**src/rtl/car_pkg.sv**
```systemverilog
// Shared types for the car control path: FSM state encodings, turn decisions
// and the move-selection rules used by the auto-drive sequencer.
package car_pkg;

  localparam int CLK_HZ = 500;

  typedef enum logic [2:0] {
    IDLE      = 3'd0,
    CRUISE    = 3'd1,
    TRIGGER   = 3'd2,
    WAIT_ACK  = 3'd3,
    WAIT_DONE = 3'd4,
    SETTLE    = 3'd5,
    FAULT     = 3'd6
  } state_t;

  typedef enum logic [1:0] {
    LEFT     = 2'd0,
    RIGHT    = 2'd1,
    BACK     = 2'd2,
    STRAIGHT = 2'd3
  } decision_t;

  // A junction needs a decision when a side opens or the front is blocked.
  function automatic logic decision_needed(input logic front, input logic left,
                                           input logic right);
    return !left || !right || front;
  endfunction

  // Left-hand rule: left, then straight, then right, otherwise turn back.
  function automatic decision_t choose_move(input logic front, input logic left,
                                            input logic right);
    if (!left) return LEFT;
    if (!front) return STRAIGHT;
    if (!right) return RIGHT;
    return BACK;
  endfunction

endpackage

```
**src/rtl/pattern_debounce.sv**
```systemverilog
// Holds the previous wall pattern and a saturating stable counter; 'stable'
// is high in the cycle where the pattern has held for DEBOUNCE consecutive cycles.
module pattern_debounce #(
  parameter int DEBOUNCE = 4
) (
  input  logic clk,
  input  logic rst,
  input  logic clr,
  input  logic run,
  input  logic front,
  input  logic left,
  input  logic right,
  output logic stable
);

  localparam logic [31:0] LIMIT = 32'(DEBOUNCE - 1);

  logic [2:0]  pattern;
  logic [2:0]  prev_reg;
  logic [31:0] count_reg;
  logic [31:0] count_next;

  assign pattern = {front, left, right};

  always_comb begin
    count_next = '0;
    if (pattern == prev_reg) begin
      count_next = (count_reg >= LIMIT) ? LIMIT : count_reg + 32'd1;
    end
  end

  // Uses the updated count so the decision lands in the last stable cycle.
  assign stable = run && (count_next == LIMIT);

  always_ff @(posedge clk) begin
    if (rst || clr) begin
      prev_reg  <= '0;
      count_reg <= '0;
    end else if (run) begin
      prev_reg  <= pattern;
      count_reg <= count_next;
    end
  end

endmodule

```
**src/rtl/auto_drive_ctrl.sv**
```systemverilog
// Auto-drive sequencer: debounces wall detectors, picks a move and hands turns
// to the turner. Define AUTO_DRIVE_STATS_EN to build the completed-turn counter.
module auto_drive_ctrl
  import car_pkg::*;
#(
  parameter int DEBOUNCE    = 4,
  parameter int SETTLE_TIME = 100,
  parameter int ACK_TIMEOUT = 8
) (
  input  logic       clk,
  input  logic       rst,
  input  logic       enable,
  input  logic       detect_front,
  input  logic       detect_left,
  input  logic       detect_right,
  input  logic       is_turning,
  output logic       trigger_turn_left,
  output logic       trigger_turn_right,
  output logic       trigger_turn_back,
  output logic       move_forward,
  output logic [2:0] state,
  output logic       fault,
  output logic [7:0] turn_count
);

  localparam logic [31:0] ACK_LAST    = 32'(ACK_TIMEOUT - 1);
  localparam logic [31:0] SETTLE_LAST = 32'(SETTLE_TIME - 1);

  state_t      state_reg, state_next;
  decision_t   decision_reg, decision_next;
  decision_t   move;
  logic [31:0] timer_reg, timer_next;
  logic        settle_exit;
  logic        stable;
  logic        need;

  logic move_forward_reg;
  logic trigger_left_reg, trigger_right_reg, trigger_back_reg;
  logic fault_reg;

  pattern_debounce #(
    .DEBOUNCE(DEBOUNCE)
  ) u_debounce (
    .clk   (clk),
    .rst   (rst),
    .clr   (!enable || settle_exit),
    .run   (state_reg == CRUISE),
    .front (detect_front),
    .left  (detect_left),
    .right (detect_right),
    .stable(stable)
  );

  assign need = decision_needed(detect_front, detect_left, detect_right);
  assign move = choose_move(detect_front, detect_left, detect_right);

  always_comb begin
    state_next    = state_reg;
    timer_next    = timer_reg;
    decision_next = decision_reg;
    settle_exit   = 1'b0;
    case (state_reg)
      IDLE: if (enable) state_next = CRUISE;
      CRUISE: begin
        if (stable && need) begin
          if (move == STRAIGHT) begin
            state_next = SETTLE;
            timer_next = '0;
          end else begin
            decision_next = move;
            state_next    = TRIGGER;
          end
        end
      end
      TRIGGER: begin
        state_next = WAIT_ACK;
        timer_next = '0;
      end
      WAIT_ACK: begin
        if (is_turning) begin
          state_next = WAIT_DONE;
        end else if (timer_reg >= ACK_LAST) begin
          state_next = FAULT;
        end else begin
          timer_next = timer_reg + 32'd1;
        end
      end
      WAIT_DONE: begin
        if (!is_turning) begin
          state_next = SETTLE;
          timer_next = '0;
        end
      end
      SETTLE: begin
        if (timer_reg >= SETTLE_LAST) begin
          state_next  = CRUISE;
          timer_next  = '0;
          settle_exit = 1'b1;
        end else begin
          timer_next = timer_reg + 32'd1;
        end
      end
      FAULT:   state_next = FAULT;
      default: state_next = IDLE;
    endcase
    // Dropping out of auto mode aborts everything except a latched fault.
    if (!enable && state_reg != FAULT) begin
      state_next  = IDLE;
      timer_next  = '0;
      settle_exit = 1'b0;
    end
  end

  always_ff @(posedge clk) begin
    if (rst) begin
      state_reg         <= IDLE;
      timer_reg         <= '0;
      decision_reg      <= LEFT;
      move_forward_reg  <= 1'b0;
      trigger_left_reg  <= 1'b0;
      trigger_right_reg <= 1'b0;
      trigger_back_reg  <= 1'b0;
      fault_reg         <= 1'b0;
    end else begin
      state_reg         <= state_next;
      timer_reg         <= timer_next;
      decision_reg      <= decision_next;
      move_forward_reg  <= (state_next == CRUISE) || (state_next == SETTLE);
      trigger_left_reg  <= (state_next == TRIGGER) && (decision_next == LEFT);
      trigger_right_reg <= (state_next == TRIGGER) && (decision_next == RIGHT);
      trigger_back_reg  <= (state_next == TRIGGER) && (decision_next == BACK);
      fault_reg         <= (state_next == FAULT);
    end
  end

`ifdef AUTO_DRIVE_STATS_EN
  logic [7:0] turn_count_reg;
  logic       turn_done;

  assign turn_done = (state_reg == WAIT_DONE) && (state_next == SETTLE);

  // Survives enable drops; only reset clears the tally.
  always_ff @(posedge clk) begin
    if (rst) begin
      turn_count_reg <= '0;
    end else if (turn_done) begin
      turn_count_reg <= turn_count_reg + 8'd1;
    end
  end

  assign turn_count = turn_count_reg;
`else
  assign turn_count = 8'd0;
`endif

  assign state              = state_reg;
  assign move_forward       = move_forward_reg;
  assign trigger_turn_left  = trigger_left_reg;
  assign trigger_turn_right = trigger_right_reg;
  assign trigger_turn_back  = trigger_back_reg;
  assign fault              = fault_reg;

endmodule

```
**config.mk**
```make
export PLATFORM = sky130hd
export DESIGN_NAME = auto_drive_ctrl
export DESIGN_NICKNAME = d
export VERILOG_FILES = /design/src/rtl/car_pkg.sv /design/src/rtl/pattern_debounce.sv /design/src/rtl/auto_drive_ctrl.sv
export SDC_FILE = /design/constraint.sdc
export NUM_CORES = 1
export LEC_CHECK = 0
export ABC_AREA = 1
export CAP_MARGIN = 10
export CORE_UTILIZATION = 40
export CTS_CLUSTER_DIAMETER = 120
export DETAILED_ROUTE_END_ITERATION = 10
export SLEW_MARGIN = 25
export SYNTH_ARGS = -nofsm -noshare
export SYNTH_HDL_FRONTEND = slang
export SYNTH_HIERARCHICAL = 1
export SYNTH_SLANG_ARGS = --single-unit
```
**constraint.sdc**
```tcl
create_clock -name clk -period 3 [get_ports clk]
set_input_delay 0.3 -clock clk [delete_from_list [all_inputs] [get_ports clk]]
set_output_delay 0.3 -clock clk [all_outputs]
set_load 0.05 [all_outputs]
```
==> results.json, run 1 <==
{
  "run_status": "finished, final reports clean",
  "ir_drop_v": 0.000208,
  "warnings": 26,
  "vias": 2465,
  "yosysTopAreaCell": "dfxtp_1",
  "yosys_warnings": 6,
  "worst_r2r_path_depth": 10,
  "powerDensity_mw_per_mm2": 556,
  "yosys.cell_count.top_type": "nand2_1",
  "r2r_slack_ns": 0.69,
  "clock_latency_ns": 0.35,
  "initial_core_util_pct": 42.2,
  "cts_root_buf": "clkbuf_8",
  "finalHoldViolCount": 0,
  "r2r-start": "state[0]",
  "core_area_mm2": 0.00737,
  "pre_cts_ws_ns": 0.392,
  "comb_area_share_pct": 38.3,
  "crit_required_ns": 3.27,
  "final-clk-cell-share_pct": 6.04,
  "fin_ws_ns": 0.687,
  "largest_class": "sequential cells",
  "cp-end-kind": "flop",
  "ff_count": 77,
  "endpoint": "timer_reg[1]",
  "place.gp.congestion": 0.801,
  "max_freq_ghz": 0.432,
  "wl_met2_um": 2260,
  "yosys-top-cells-count": "nand2_1 (112), nor2_1 (111), dfxtp_1 (77)",
  "worstSetupStartpoint": "state[0]",
  "final_cell_mix": "nand2_1 (112), nor2_1 (111), dfxtp_1 (77)",
  "routed-wl-met3_um": 177,
  "path_class": "reg -> reg",
  "edf_count": 0,
  "clk_path_buf_depth": 2,
  "nFillCells": 744,
  "logic_area_mm2": 0.00134,
  "syn_avg_cell_area_um2": 7.32,
  "grt_pass1_vias": 2191,
  "rsz0062_at_grt": "false",
  "holdPathEnd": "timer_reg[29]",
  "grt_overflow": 0,
  "finalSetupViolations": 0,
  "num-nonclk-buffers": 18,
  "max_cap_viol_count": 0,
  "cts_max_level": 3,
  "hp-start": "timer_reg[29]",
  "whs_ns": 0.440,
  "slew_headroom_pct": 64.4,
  "insertedDiodeCount": 0,
  "fin_worst_skew_ns": 0.0142,
  "viasPerCell": 4.53,
  "syn_inst": 425,
  "r2r_end": "timer_reg[1]",
  "min_period_over_period_pct": 77.1,
  "drt-met1-wl_um": 2640,
  "whs_path_depth": 2,
  "async_reset_ff_share_pct": 0,
  "place_area_mm2": 0.00329,
  "final_cell_area_mm2": 0.00350,
  "path_max_fanout": 34,
  "ys_seq_share_pct": 49.5
}
-- run 1: power by group --
group          total (mW)  internal, mW  leakage (nW)  switching [mW]
registers            1.03          1.02         0.620         0.00246
logic              0.0995        0.0231         0.693          0.0764
clock network       0.820         0.408         0.109           0.412
-- run 1: kinds of logic after synthesis --
group	share of synthesized area (%)
flip-flops	49.5
buffers and inverters	8.28
XOR/XNOR	1.69
adder cells (fa/ha/maj)	0.804
AND/OR/NAND/NOR	35.4
AND-OR/OR-AND	4.18
other	0.120
-- run 1: worst max-delay path: stages (launching register included) --
cell and delay (ns):
dfxtp_1 0.49, inv_2 0.09, nor3_4 0.17, inv_2 0.26
nor2_1 0.31, nand4_1 0.17, nand2_1 0.11, nand3_2 0.09
nor2_1 0.33, nand2_1 0.09, a21oi_1 0.13
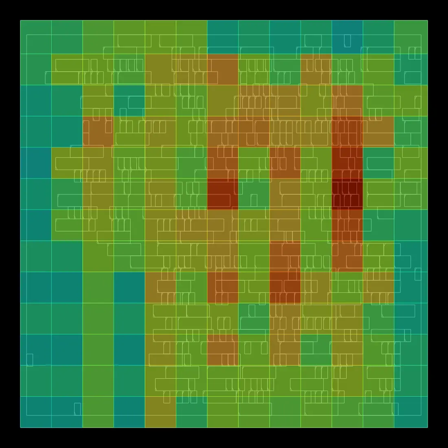
Fig. 1. Track usage over the die (run 1).
met3 Resource Use GR: 3.30%
met2 Use GR: 22.2%
drt wl/cell: 9.57 um

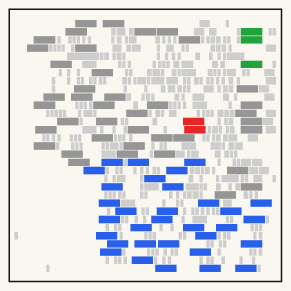
Fig. 2. Sequential cells colored by netlist name (run 1).
(3 px per um) Other sequential cells in the stronger gray, the rest of the logic in the fainter gray.
legend:
  decision_reg:
    color: red
    flops: 2
  state:
    color: green
    flops: 3
  u_debounce/count_reg:
    color: blue
    flops: 32
not colored: 40
Power Sequential: 1.03 mW
Flop area: 0.00154 mm2
final core occ: 47.5%
Seq area share: 44.0%

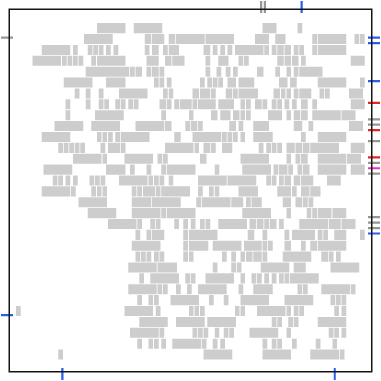
Fig. 3. Pin placement (run 1).
(4 px per um) Pins as bars across the die edge, other pins in gray.
legend:
  turn_count:
    color: blue
    pins: 8
    direction: output
    edge: 4 right, 2 bottom, 1 top, 1 left
  state:
    color: red
    pins: 3
    direction: output
    edge: right
  trigger_turn_back:
    color: magenta
    pins: 1
    direction: output
    edge: right
die width: 90.2 um
Buffers on Ports: 14
Die Height: 90.2 um

Fig. 4: run 1, selected gate families
(3 px per um)
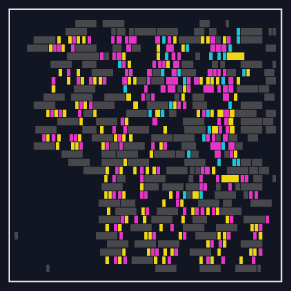

==> run 1 -> run 2 <==
==> constraint.sdc (replaced) <==
create_clock -name clk -period 2.2 [get_ports clk]
set_input_delay 0.22 -clock clk [delete_from_list [all_inputs] [get_ports clk]]
set_output_delay 0.22 -clock clk [all_outputs]
set_load 0.05 [all_outputs]
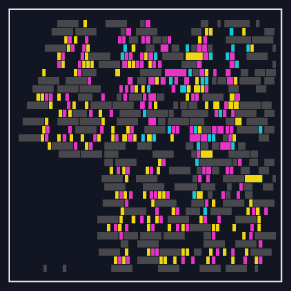
Fig. 5. Selected gate families (run 2).
(3 px per um)
legend:
  NOR gates:
    color: yellow
    cells: 122
    most_used: nor2_1
    where: spread over the die
  NAND gates:
    color: magenta
    cells: 143
    most_used: nand2_1
  inverters:
    color: cyan
    cells: 30
    most_used: inv_1
fin cells: 553
Top cell excl fill/tap: nand2_1

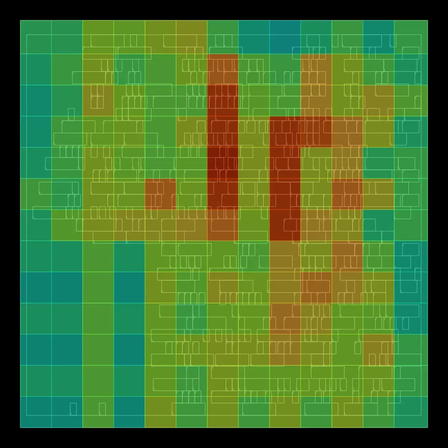
Fig. 6. Track usage over the die (run 2).
most used routing layer: met2
drt wl/cell: 9.95 um
GRT Util Overall: 14.9%

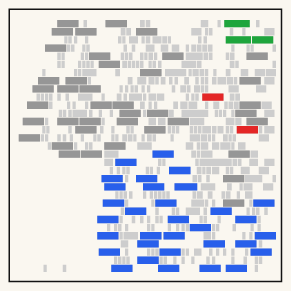
Fig. 7. Sequential cells colored by netlist name (run 2).
(3 px per um) Other sequential cells in the stronger gray, the rest of the logic in the fainter gray.
legend:
  state:
    color: green
    flops: 3
  u_debounce/count_reg:
    color: blue
    flops: 32
  decision_reg:
    color: red
    flops: 2
not colored: 40
Power Sequential: 1.40 mW
final core occ: 49.0%
Flop area: 0.00155 mm2

==> run 2 against run 1 <==
Clock skew about the same. Critical path depth rose by 7. Combinational power grew 53%. Design area is 3.3% higher. Core utilization up 1.6 points. Worst setup slack got worse by 0.44 ns. Synthesized cell count unchanged. Largest cell class unchanged.
==> results.json, run 2 <==
{
  "min_period_over_period_pct": 88.6,
  "cp-end-kind": "flop",
  "place_area_mm2": 0.00338,
  "core_area_mm2": 0.00737,
  "die_w_um": 90.2,
  "yosys-top-cells-count": "nand2_1 (112), nor2_1 (111), dfxtp_1 (77)",
  "syn_inst": 425,
  "async_reset_ff_share_pct": 0,
  "ys_sh_aoi_pct": 4.18,
  "gr-usage-met2_pct": 24.6,
  "port_buffers": 14,
  "run_status": "finished, final reports clean",
  "drt-met1-wl_um": 2740,
  "ff_count": 77,
  "ys_seq_share_pct": 49.5,
  "viasPerCell": 4.50,
  "yosys_warnings": 6,
  "switchingPower_mw": 0.622,
  "max_stage_delay_ns": 0.33,
  "seqPwrFrac_pct": 52.2,
  "synthXorXnorAreaFrac_pct": 1.69,
  "logic_area_mm2": 0.00136,
  "yosysTopAreaCell": "dfxtp_1",
  "ir_drop_v": 0.000337,
  "cpMostUsedCell": "nand2_1",
  "synthSimpleGateAreaFrac_pct": 35.4,
  "whs_ns": 0.440,
  "syn_avg_cell_area_um2": 7.32,
  "top_logic_kind": "simple AND/OR/NAND/NOR gates",
  "final-clk-cell-share_pct": 6.02,
  "num-nonclk-buffers": 28,
  "crit_path_cell_trace": "ha_1 -> inv_1 -> nand2_1 -> nor2_1 -> nand2_1 -> nor2_2 -> nand2_1 -> nand3_1 -> nor2_4 -> nand4_1 -> nand2_1 -> nand3_2 -> inv_4 -> nand2_8 -> nand2_1 -> nand3b_1 -> nor2_1",
  "ys_sh_mux_pct": 0,
  "comb_area_share_pct": 37.7,
  "slew_headroom_pct": 66.0,
  "crit_required_ns": 2.42,
  "insertedDiodeCount": 0,
  "finalSetupViolations": 0,
  "final_cell_area_mm2": 0.00361,
  "warnings": 26,
  "finalHoldViolCount": 0,
  "clk_path_buf_depth": 2,
  "path_class": "reg -> reg",
  "clock_latency_ns": 0.34,
  "comb_cell_power_mw": 0.152,
  "grt_overflow": 0
}
==> run 2: worst paths after layout <==
| path | slack, ns | end | depth (start not counted) | start |
|---|---|---|---|---|
| setup / recovery | 0.25 | timer_reg[2] | 17 | u_debounce/count_reg[0] |
| hold / removal | 0.44 | timer_reg[27] | 2 | timer_reg[27] |
| setup reg to reg | 0.25 | timer_reg[2] | 17 | u_debounce/count_reg[0] |
| hold reg to reg | 0.44 | timer_reg[27] | 2 | timer_reg[27] |
==> run 2: metrics by stage <==
step,setup slack (ns),cells
2_1_floorplan,0.0189,432
3_3_place_gp,0.0150,538
3_5_place_dp,-0.0269,538
4_1_cts,0.133,553
5_1_grt,-0.0101,553
6_report,0.250,553
Fig. 8: run 2, a small window of the routed layout
Region (33, 15) to (58, 40) um. Cells in gray, sequential cells in the stronger gray; small squares are vias.
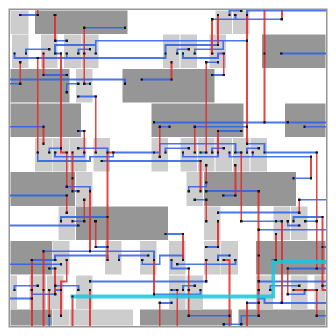

==> run 2 -> run 3 <==
--- a/config.mk
+++ b/config.mk
@@ -6,7 +6,7 @@
 export NUM_CORES = 1
 export LEC_CHECK = 0
 export ABC_AREA = 1
-export CAP_MARGIN = 10
+export CORE_MARGIN = 1.5
 export CORE_UTILIZATION = 40
 export CTS_CLUSTER_DIAMETER = 120
 export DETAILED_ROUTE_END_ITERATION = 10
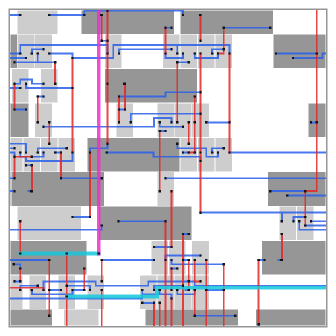
Fig. 9. A small window of the routed layout (run 3).
Region (33, 15) to (58, 40) um. Cells in gray, sequential cells in the stronger gray; small squares are vias.
legend:
  metal 1:
    color: blue
  metal 3:
    color: cyan
  metal 2:
    color: red
  metal 4:
    color: magenta
netlist names of flops here include: u_debounce/count_reg (10)
most frequent: nor2_1 (18), nand2_1 (17), dfxtp_1 (10)
cells with their middle in the window: 47
sequential cells in the window: 10

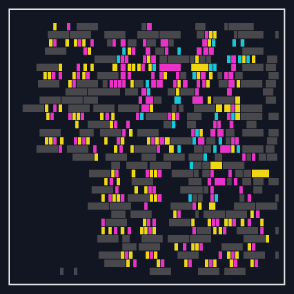
Fig. 10. Selected gate families (run 3).
(3 px per um)
legend:
  NAND gates:
    color: magenta
    cells: 143
    most_used: nand2_1
  NOR gates:
    color: yellow
    cells: 122
    most_used: nor2_1
    where: spread over the die
  inverters:
    color: cyan
    cells: 30
    most_used: inv_1
Comb area share: 38.0%

==> run 3 against run 2 <==
Critical path depth down 16. Wire length down 2.9%. Area after synthesis unchanged. Worst setup slack better by 0.020 ns. Clock power down 7%. Sequential cell count unchanged. Core utilization down 0.59 points. Design area down 0.69%. Sequential share of layout area up 0.30 points. Non-clock buffer count down 1. Count of clock-buffer cells in the layout down 1. Sequential power about the same. Largest cell class unchanged.
==> results.json, run 3 <==
{
  "run_status": "finished, final reports clean",
  "core_area_mm2": 0.00741,
  "cp_num_cells": 1,
  "crit_path_cell_trace": "clkdlybuf4s50_1",
  "pre_cts_ws_ns": -0.0371,
  "top_logic_kind": "simple AND/OR/NAND/NOR gates",
  "fin_worst_skew_ns": 0.00850,
  "path_class": "reg -> out",
  "ys_seq_share_pct": 49.5,
  "synthSimpleGateAreaFrac_pct": 35.4,
  "yosys.cell_count.top_type": "nand2_1",
  "ff_count": 77,
  "slew_headroom_pct": 66.7,
  "warnings": 26,
  "crit_required_ns": 1.98,
  "cts_hold_buf": 0,
  "port_buffers": 14,
  "r2r-start": "timer_reg[0]",
  "flop_area_mm2": 0.00155,
  "cp-end-kind": "output pin",
  "rsz0062_at_grt": "false",
  "grt_pass1_vias": 2181,
  "hp-start": "timer_reg[14]",
  "clk_path_buf_depth": 2,
  "syn_avg_cell_area_um2": 7.32,
  "track_usage_pct": 14.1,
  "whs_ns": 0.440,
  "finalHoldViolCount": 0,
  "ys_sh_adder_pct": 0.804,
  "max_stage_delay_ns": 0.87,
  "cts_max_level": 3,
  "place.gp.congestion": 0.846,
  "max_freq_ghz": 0.518,
  "async_reset_ff_share_pct": 0,
  "insertedDiodeCount": 0,
  "stdcell_count": 553,
  "yosys_warnings": 6,
  "viasPerCell": 4.43,
  "cts_root_buf": "clkbuf_8",
  "yosysTopAreaCell": "dfxtp_1",
  "powerDensity_mw_per_mm2": 725,
  "path_max_fanout": 7,
  "grt_overflow": 0,
  "crit_path_top_delay_cell": "clkdlybuf4s50_1",
  "nFillCells": 753,
  "num-nonclk-buffers": 27,
  "min_period_over_period_pct": 87.7,
  "cpLargestDelayFamily": "buffers and inverters",
  "holdPathEnd": "timer_reg[14]",
  "lay_top_count": "nand2_1",
  "final_cell_mix": "nand2_1 (112), nor2_1 (110), dfxtp_1 (74)",
  "max_cap_viol_count": 0,
  "ys_sh_mux_pct": 0,
  "r2r_slack_ns": 0.30,
  "wl_per_cell_um": 9.66,
  "edf_count": 0,
  "die_h_um": 91.2,
  "placed_cells": 537,
  "place_area_mm2": 0.00337,
  "worst_r2r_path_depth": 11,
  "clock_latency_ns": 0.34,
  "leakagePower_nw": 1.46,
  "ir_drop_v": 0.000359,
  "syn_inst": 425,
  "synthXorXnorAreaFrac_pct": 1.69,
  "largest_class": "sequential cells",
  "die_w_um": 91.2
}
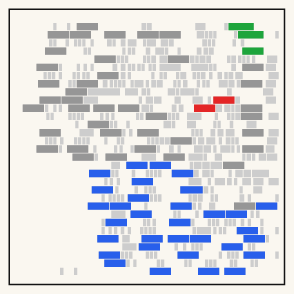
Fig. 11. Sequential cells colored by netlist name (run 3).
(3 px per um) Other sequential cells in the stronger gray, the rest of the logic in the fainter gray.
legend:
  u_debounce/count_reg:
    color: blue
    flops: 32
  state:
    color: green
    flops: 3
  decision_reg:
    color: red
    flops: 2
not colored: 40
Seq area share: 43.2%
final core occ: 48.5%

[run 3: power by group]
| part | leakage [nW] | total, mW | internal [mW] | switching [mW] |
|---|---|---|---|---|
| clock network | 0.0978 | 1.05 | 0.535 | 0.519 |
| registers | 0.622 | 1.40 | 1.39 | 0.00339 |
| logic | 0.740 | 0.150 | 0.0408 | 0.109 |
[run 3: kinds of logic (layout without fill, tap and decap cells)]
logic type      after synthesis  after routing
compound gates               23             23
fa+ha+maj                     2              2
xor+xnor                      6              6
flops                        77             77
simple gates                265            265
other cells                   1              8
buf+inv                      51             73
[run 3: routing by layer]
metal	vias to the layer above	part of all wire, %	routed length [um]	GRT usage, %
met5	-	0	0	0
met3	6	3.7	198	4.44
met1	1070	50	2670	17.7
met4	0	1.5	78	6.38
met2	34	45	2400	22.0
li1	1342	-	-	-
Power figures rest on the tool's default switching activity, not on a simulated workload.
